## src/rtl/mc_seq.sv

```systemverilog
// mc_seq: multi-cycle control sequencer for a simple RV-style core.
// Walks FETCH -> DECODE -> EXEC -> (MEM) -> (WB) per instruction, drives the
// PC / register-file / memory strobes, counts retired instructions, and halts
// on an illegal instruction or a memory ack timeout.
//
//   state  | code | meaning
//   -------+------+--------------------------------------------------------
//   IDLE   |  0   | waiting for a start pulse
//   FETCH  |  1   | imem_req held until imem_ack; instruction captured
//   DECODE |  2   | decoder flags captured; illegal goes to HALT
//   EXEC   |  3   | branches resolve and retire here; others pick MEM / WB
//   MEM    |  4   | dmem_req held until dmem_ack; stores retire here
//   WB     |  5   | register writeback, PC update, retire
//   HALT   |  6   | all strobes off, halted=1; left only through reset
//   (7)    |  7   | not used; falls into HALT on the next edge

module mc_seq #(
   parameter int unsigned ACK_TIMEOUT = 255
) (
   input  logic        clk,
   input  logic        rst_n,
   input  logic        start,

   output logic        imem_req,
   input  logic        imem_ack,
   input  logic [31:0] imem_rdata,
   output logic [31:0] inst_o,

   input  logic        dec_rf_we,
   input  logic        dec_is_load,
   input  logic        dec_is_store,
   input  logic        dec_is_br,
   input  logic        dec_is_jal,
   input  logic        dec_is_jalr,
   input  logic        dec_illegal,
   input  logic        br_taken,

   output logic        dmem_req,
   output logic        dmem_we,
   input  logic        dmem_ack,

   output logic        pc_we,
   output logic [1:0]  pc_sel,
   output logic        rf_we,
   output logic [1:0]  wb_sel,

   output logic [2:0]  state_o,
   output logic        halted,
   output logic        bus_err,
   output logic [31:0] retired
);

   typedef enum logic [2:0] {
      S_IDLE   = 3'd0,
      S_FETCH  = 3'd1,
      S_DECODE = 3'd2,
      S_EXEC   = 3'd3,
      S_MEM    = 3'd4,
      S_WB     = 3'd5,
      S_HALT   = 3'd6
   } state_t;

   // Wait counter only needs to reach ACK_TIMEOUT-1: the timeout fires in
   // the cycle whose miss would make the count equal ACK_TIMEOUT.
   localparam int unsigned WAIT_W = (ACK_TIMEOUT < 2) ? 1 : $clog2(ACK_TIMEOUT + 1);
   localparam logic [WAIT_W-1:0] WAIT_LAST = WAIT_W'(ACK_TIMEOUT - 1);

   localparam logic [1:0] PC_SEL_SEQ  = 2'd0;
   localparam logic [1:0] PC_SEL_TGT  = 2'd1;
   localparam logic [1:0] PC_SEL_JALR = 2'd2;

   localparam logic [1:0] WB_SEL_ALU  = 2'd0;
   localparam logic [1:0] WB_SEL_LOAD = 2'd1;
   localparam logic [1:0] WB_SEL_LINK = 2'd2;

   state_t             state_q;
   state_t             state_nxt;
   logic [31:0]        inst_q;
   logic [WAIT_W-1:0]  wait_q;
   logic               bus_err_q;
   logic [31:0]        retired_q;

   logic               rf_we_q;
   logic               is_load_q;
   logic               is_store_q;
   logic               is_br_q;
   logic               is_jal_q;
   logic               is_jalr_q;
   logic               illegal_q;

   logic               wait_last;
   logic               latch_inst;
   logic               latch_flags;
   logic               retire;
   logic               set_err;

   assign wait_last = (wait_q == WAIT_LAST);

   // Next-state and strobe decode; every strobe defaults to 0.
   always_comb begin
      state_nxt   = state_q;
      imem_req    = 1'b0;
      dmem_req    = 1'b0;
      dmem_we     = 1'b0;
      pc_we       = 1'b0;
      pc_sel      = PC_SEL_SEQ;
      rf_we       = 1'b0;
      wb_sel      = WB_SEL_ALU;
      latch_inst  = 1'b0;
      latch_flags = 1'b0;
      retire      = 1'b0;
      set_err     = 1'b0;

      case (state_q)
         S_IDLE: begin
            if (start) begin
               state_nxt = S_FETCH;
            end
         end

         S_FETCH: begin
            imem_req = 1'b1;
            // An ack in the timeout cycle still wins.
            if (imem_ack) begin
               latch_inst = 1'b1;
               state_nxt  = S_DECODE;
            end else if (wait_last) begin
               set_err   = 1'b1;
               state_nxt = S_HALT;
            end
         end

         S_DECODE: begin
            latch_flags = 1'b1;
            state_nxt   = dec_illegal ? S_HALT : S_EXEC;
         end

         S_EXEC: begin
            // illegal_q can only be set here through corrupted state; park safely.
            if (illegal_q) begin
               state_nxt = S_HALT;
            end else if (is_br_q) begin
               pc_we     = 1'b1;
               pc_sel    = br_taken ? PC_SEL_TGT : PC_SEL_SEQ;
               retire    = 1'b1;
               state_nxt = S_FETCH;
            end else if (is_load_q || is_store_q) begin
               state_nxt = S_MEM;
            end else begin
               state_nxt = S_WB;
            end
         end

         S_MEM: begin
            dmem_req = 1'b1;
            dmem_we  = is_store_q;
            if (dmem_ack) begin
               if (is_store_q) begin
                  pc_we     = 1'b1;
                  pc_sel    = PC_SEL_SEQ;
                  retire    = 1'b1;
                  state_nxt = S_FETCH;
               end else begin
                  state_nxt = S_WB;
               end
            end else if (wait_last) begin
               set_err   = 1'b1;
               state_nxt = S_HALT;
            end
         end

         S_WB: begin
            rf_we = rf_we_q;
            if (is_load_q) begin
               wb_sel = WB_SEL_LOAD;
            end else if (is_jal_q || is_jalr_q) begin
               wb_sel = WB_SEL_LINK;
            end
            pc_we = 1'b1;
            if (is_jal_q) begin
               pc_sel = PC_SEL_TGT;
            end else if (is_jalr_q) begin
               pc_sel = PC_SEL_JALR;
            end
            retire    = 1'b1;
            state_nxt = S_FETCH;
         end

         S_HALT: begin
            state_nxt = S_HALT;
         end

         default: begin
            state_nxt = S_HALT;
         end
      endcase
   end

   // State register.
   always_ff @(posedge clk or negedge rst_n) begin
      if (!rst_n) begin
         state_q <= S_IDLE;
      end else begin
         state_q <= state_nxt;
      end
   end

   // Instruction register, loaded on the fetch ack.
   always_ff @(posedge clk or negedge rst_n) begin
      if (!rst_n) begin
         inst_q <= 32'd0;
      end else if (latch_inst) begin
         inst_q <= imem_rdata;
      end
   end

   // Decoder flags, captured once per instruction in DECODE.
   always_ff @(posedge clk or negedge rst_n) begin
      if (!rst_n) begin
         rf_we_q    <= 1'b0;
         is_load_q  <= 1'b0;
         is_store_q <= 1'b0;
         is_br_q    <= 1'b0;
         is_jal_q   <= 1'b0;
         is_jalr_q  <= 1'b0;
         illegal_q  <= 1'b0;
      end else if (latch_flags) begin
         rf_we_q    <= dec_rf_we;
         is_load_q  <= dec_is_load;
         is_store_q <= dec_is_store;
         is_br_q    <= dec_is_br;
         is_jal_q   <= dec_is_jal;
         is_jalr_q  <= dec_is_jalr;
         illegal_q  <= dec_illegal;
      end
   end

   // Ack wait counter: cleared on any state change, counts unacked cycles
   // while parked in FETCH or MEM. It never passes WAIT_LAST because the
   // FSM leaves the waiting state in that cycle.
   always_ff @(posedge clk or negedge rst_n) begin
      if (!rst_n) begin
         wait_q <= '0;
      end else if (state_nxt != state_q) begin
         wait_q <= '0;
      end else if ((state_q == S_FETCH) || (state_q == S_MEM)) begin
         wait_q <= wait_q + 1'b1;
      end
   end

   // Sticky bus error; only reset clears it.
   always_ff @(posedge clk or negedge rst_n) begin
      if (!rst_n) begin
         bus_err_q <= 1'b0;
      end else if (set_err) begin
         bus_err_q <= 1'b1;
      end
   end

   // Retired instruction counter, free-running wrap.
   always_ff @(posedge clk or negedge rst_n) begin
      if (!rst_n) begin
         retired_q <= 32'd0;
      end else if (retire) begin
         retired_q <= retired_q + 32'd1;
      end
   end

   assign inst_o  = inst_q;
   assign state_o = state_q;
   assign halted  = (state_q == S_HALT);
   assign bus_err = bus_err_q;
   assign retired = retired_q;

endmodule

```

## config.mk

```make
export PLATFORM = sky130hd
export DESIGN_NAME = mc_seq
export DESIGN_NICKNAME = d
export VERILOG_FILES = /design/src/rtl/mc_seq.sv
export SDC_FILE = /design/constraint.sdc
export NUM_CORES = 1
export LEC_CHECK = 0
export CAP_MARGIN = 0
export CORE_AREA = 2 2 108 110
export CTS_BUF_LIST = sky130_fd_sc_hd__clkbuf_4 sky130_fd_sc_hd__clkbuf_8 sky130_fd_sc_hd__clkbuf_16
export DETAILED_ROUTE_END_ITERATION = 7
export DIE_AREA = 0 0 110 112
export PLACE_DENSITY_LB_ADDON = 0.08
export SKIP_CTS_REPAIR_TIMING = 1
export SYNTH_ARGS = -nofsm -noshare
export SYNTH_HDL_FRONTEND = slang
export SYNTH_SLANG_ARGS = --single-unit
```

## constraint.sdc

```tcl
create_clock -name clk -period 2.7 [get_ports clk]
set_clock_uncertainty 0.05 [all_clocks]
set_input_delay 0.675 -clock clk [delete_from_list [all_inputs] [get_ports clk]]
set_output_delay 0.675 -clock clk [all_outputs]
set_load 0.1 [all_outputs]
```

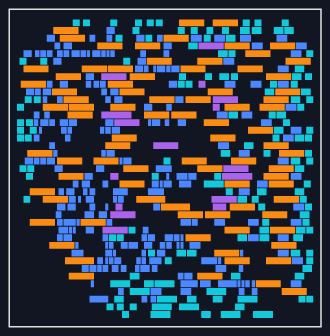
Fig. 1. Cells coloured by class.
- sequential cells: orange (cells 83; share of their area 39%)
- remaining buffers and delay cells: cyan (cells 133; share of their area 23%)
- combinational and other logic: blue (cells 221; share of their area 32%)
- clock drivers and dummy loads: purple (cells 16; share of their area 6.1%)
Final Util: 50.1%
final instance area: 5600 sq um
Site Rows: 39
CORE AREA: 11200 sq um

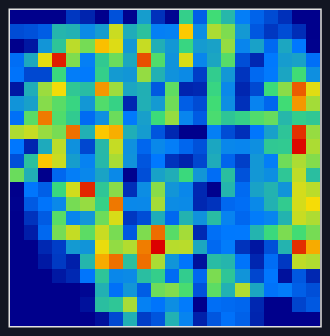
Fig. 2. Routed metal per tile.
The die is cut into 22 by 22 equal tiles; dark blue is low, red is high, scaled to the fullest tile. Values are wire area over tile area, all layers added.
- fullest tile: 0.35
- mean over tiles: 0.12
- nearly empty tiles: 11%
- emptiest ninth of the die: south-west
- tiles over half the peak: 24%
Total Wirelength: 9100 microns
all-layer global routing usage: 15.3%
total number of vias: 2980

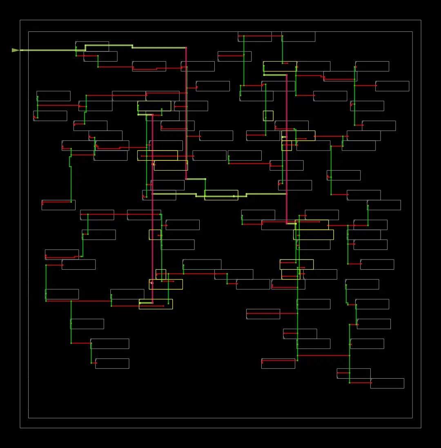
Fig. 3. Clock nets.
cts bufs inserted: 9
clk_buf instances: 11
CTS sink count: 83
flip-flops: 83
Insertion Delay late pin: 0.33 ns

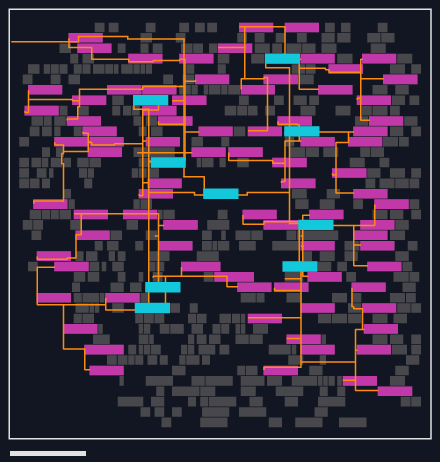
Fig. 4. Routed clock nets over the placement.
Scale bar: 20 microns.
- clock drivers: cyan (count 9)
- clock wires: orange (length 1090 microns)
- flip-flops: magenta (count 83)
- flops lie: spread over the die
- routed clock nets: 10

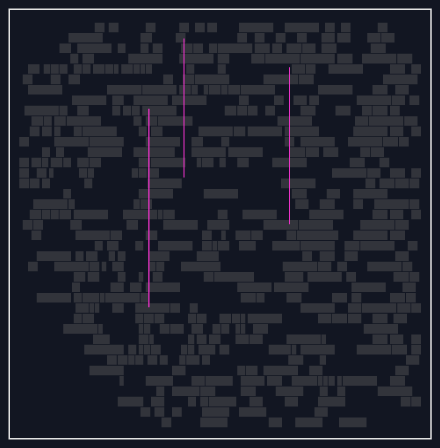
Fig. 5. M4 wires.
Cells faint in the background.
- longest straight run: 51.7 microns
- nets with wire on the layer: 2
- main direction: vertical
- share of all routed wire: 1.4%
- wire length on this layer: 129 microns

[worst max-delay path: cells and delay by family]
kind | cells | cell delay, ns
AND-OR/OR-AND | 2 | 0.33
buffers and inverters | 2 | 0.75
[stage by stage]
| step | hold WS, ns | utilization [%] | instance area [sq um] | setup TNS [ns] |
|---|---|---|---|---|
| after CTS | 0.264 | 50.1 | 5600 | 0 |
| after global placement | 0.413 | 47.1 | 5270 | 0 |
| final | 0.243 | 50.1 | 5600 | 0 |
| after global routing | 0.272 | 50.1 | 5600 | 0 |
| after floorplan | 0.329 | - | 3910 | -0.0124 |
| after detailed placement | 0.431 | 47.1 | 5270 | 0 |
[cells in the mapped netlist]
library cell | n | area, sq um
dfrtp_1 | 83 | 2080
mux2_2 | 37 | 417
xnor2_1 | 36 | 315
nand4_1 | 21 | 131
nand3_1 | 12 | 60.1
nand2_1 | 11 | 41.3
nor2_1 | 11 | 41.3
inv_1 | 10 | 37.5
nor4_1 | 9 | 56.3
and3_1 | 8 | 50.1
a21oi_1 | 7 | 35.0
buf_2 | 6 | 30.0
clkbuf_1 | 6 | 22.5
and2_1 | 5 | 31.3
and4_1 | 5 | 43.8
nand2b_1 | 4 | 25.0
nor3b_1 | 4 | 30.0
ha_1 | 3 | 37.5
nor2b_1 | 3 | 18.8
nor3_1 | 3 | 15.0
o21ai_0 | 3 | 15.0
mux2i_1 | 2 | 20.0
nand3b_1 | 2 | 15.0
nor4b_1 | 2 | 17.5
o211ai_1 | 2 | 15.0
o22ai_1 | 2 | 12.5
o31ai_1 | 2 | 15.0
o32ai_2 | 2 | 32.5
or3_1 | 2 | 12.5
xor2_1 | 2 | 17.5
a2111oi_2 | 1 | 15.0
a211o_1 | 1 | 8.76
a211oi_1 | 1 | 7.51
a221o_1 | 1 | 10.0
a22oi_1 | 1 | 7.51
a32oi_1 | 1 | 8.76
buf_1 | 1 | 3.75
mux2_1 | 1 | 11.3
nand4b_1 | 1 | 8.76
nor4bb_1 | 1 | 10.0
o221ai_1 | 1 | 8.76
o31a_1 | 1 | 8.76
[worst max path at each step]
stage | start | endpoint | slack [ns] | cells past startpoint
4_1_cts | state_o[2] | pc_we | 0.20 | 3
2_1_floorplan | state_o[1] | pc_sel[1] | -0.01 | 5
6_report | dmem_ack | pc_we | 0.22 | 4
5_1_grt | state_o[2] | pc_we | 0.15 | 3
3_3_place_gp | dmem_ack | pc_we | 0.23 | 4
3_5_place_dp | dmem_ack | pc_we | 0.21 | 4
[state kept, by name, indices dropped and copies added (netlist names), 3 cells and up]
name,count
state_o,3
retired,32
wait_q,8
inst_o,32
[layer usage]
layer | part of all wire (%) | wire, microns | vias up | global-route usage [%]
met4 | 1.4 | 128 | 0 | 5.65
met1 | 47 | 4280 | 1464 | 21.0
met2 | 45 | 4110 | 87 | 23.8
met5 | 0 | 0 | - | 0
met3 | 6.4 | 584 | 11 | 2.99
li1 | - | - | 1418 | -
==> results.py <==
# Physical implementation metrics
metrics = {
    "die": {
        "die-height_microns": 112,
        "ios": 123,
        "dieArea_sq_um": 12300,
        "die_x_microns": 110,
        "taps": 143,
        "fp_util_pct": 34.0,
    },
    "worst_setup_path": {
        "max_stage_delay_ns": 0.54,
        "cp-end-kind": "output port",
        "r2r_end": "wait_q[7]",
        "crit_path_cell_trace": "clkdlybuf4s50_1, a21oi_1, o22ai_2, buf_12",
        "r2r_start": "state_o[2]",
        "crit_path_start_kind": "primary input",
        "path_class": "in -> out",
        "cp_slowest_cell": "clkdlybuf4s50_1",
        "rr_worst_depth": 4,
    },
    "final_layout": {
        "final_nets": 496,
        "seq_share_pct": 37.3,
        "seq_area_sq_um": 2090,
        "inverters": 10,
        "num_antenna_cells": 0,
        "clk_share_pct": 5.90,
        "lay_top_count": "dfrtp_1",
        "lay_top_cells": "dfrtp_1, buf_4, clkdlybuf4s50_1",
        "comb_area_share_pct": 30.3,
        "fin_cells": 596,
        "nMultiInputCombCells": 211,
        "comb_area_sq_um": 1700,
        "signal_buffers": 133,
        "area_growth_pct": 47.3,
        "fillers": 1008,
    },
    "yosys": {
        "ys_types": 42,
        "synthAoiAreaFrac_pct": 5.27,
        "postSynthSeqShare_pct": 54.7,
        "ys_area_sq_um": 3800,
        "syn_avg_cell_area_sq_um": 12.0,
        "synth-simple-area-share_pct": 16.0,
        "mux_share_pct": 11.8,
        "yosys_warnings": 0,
        "syn_area_sq_um": 3800,
        "fa_ha_area_share_pct": 0.988,
        "floorplan.nets": 365,
        "ys.flops": 83,
        "ys_cells": 317,
        "logic_family": "simple AND/OR/NAND/NOR gates",
        "xor_area_share_pct": 8.76,
    },
    "detailed_routing": {
        "remaining_drc_errors": 0,
        "drt-initial-drc-count": 102,
        "vias_per_cell": 5.00,
        "wl_per_cell_microns": 15.3,
        "ant_nets": 0,
        "drt_pre_antenna_iters": 4,
    },
    "flow_run": {
        "tool_warnings": 28,
        "cap_violations": 0,
    },
    "global_routing": {
        "grt_pass1_wl_microns": 14900,
        "antenna_found_initial": 0,
        "grt_pass1_vias": 2956,
        "grt_overflow": 0,
    },
    "min_path": {
        "hold_path.class": "in -> async",
    },
    "sta": {
        "hold_violations": 0,
        "fmax_mhz": 403,
        "setup_viol": 0,
        "worst_slew_pin_slew_ns": 0.636,
        "maxSlewViolCount": 0,
        "fin_crit_ns": 2.48,
        "relSlewSlack_pct": 57.4,
        "period_used_pct": 91.9,
        "worst_slack_ns": 0.220,
    },
    "placement": {
        "dp_cells": 580,
        "gp_congestion": 0.721,
        "portBuffers": 122,
        "place_ws_ns": 0.212,
        "dp_hpwl_microns": 6460,
    },
    "clock_network": {
        "ctsRootBufferMaster": "clkbuf_16",
        "clk_pin_slew_worst_paths_ns": 0.06,
        "htreeDepth": 3,
        "clockBufferDepth": 2,
        "cts_tree": "done",
    },
    "outcome": {
        "status": "complete, no violations",
    },
}
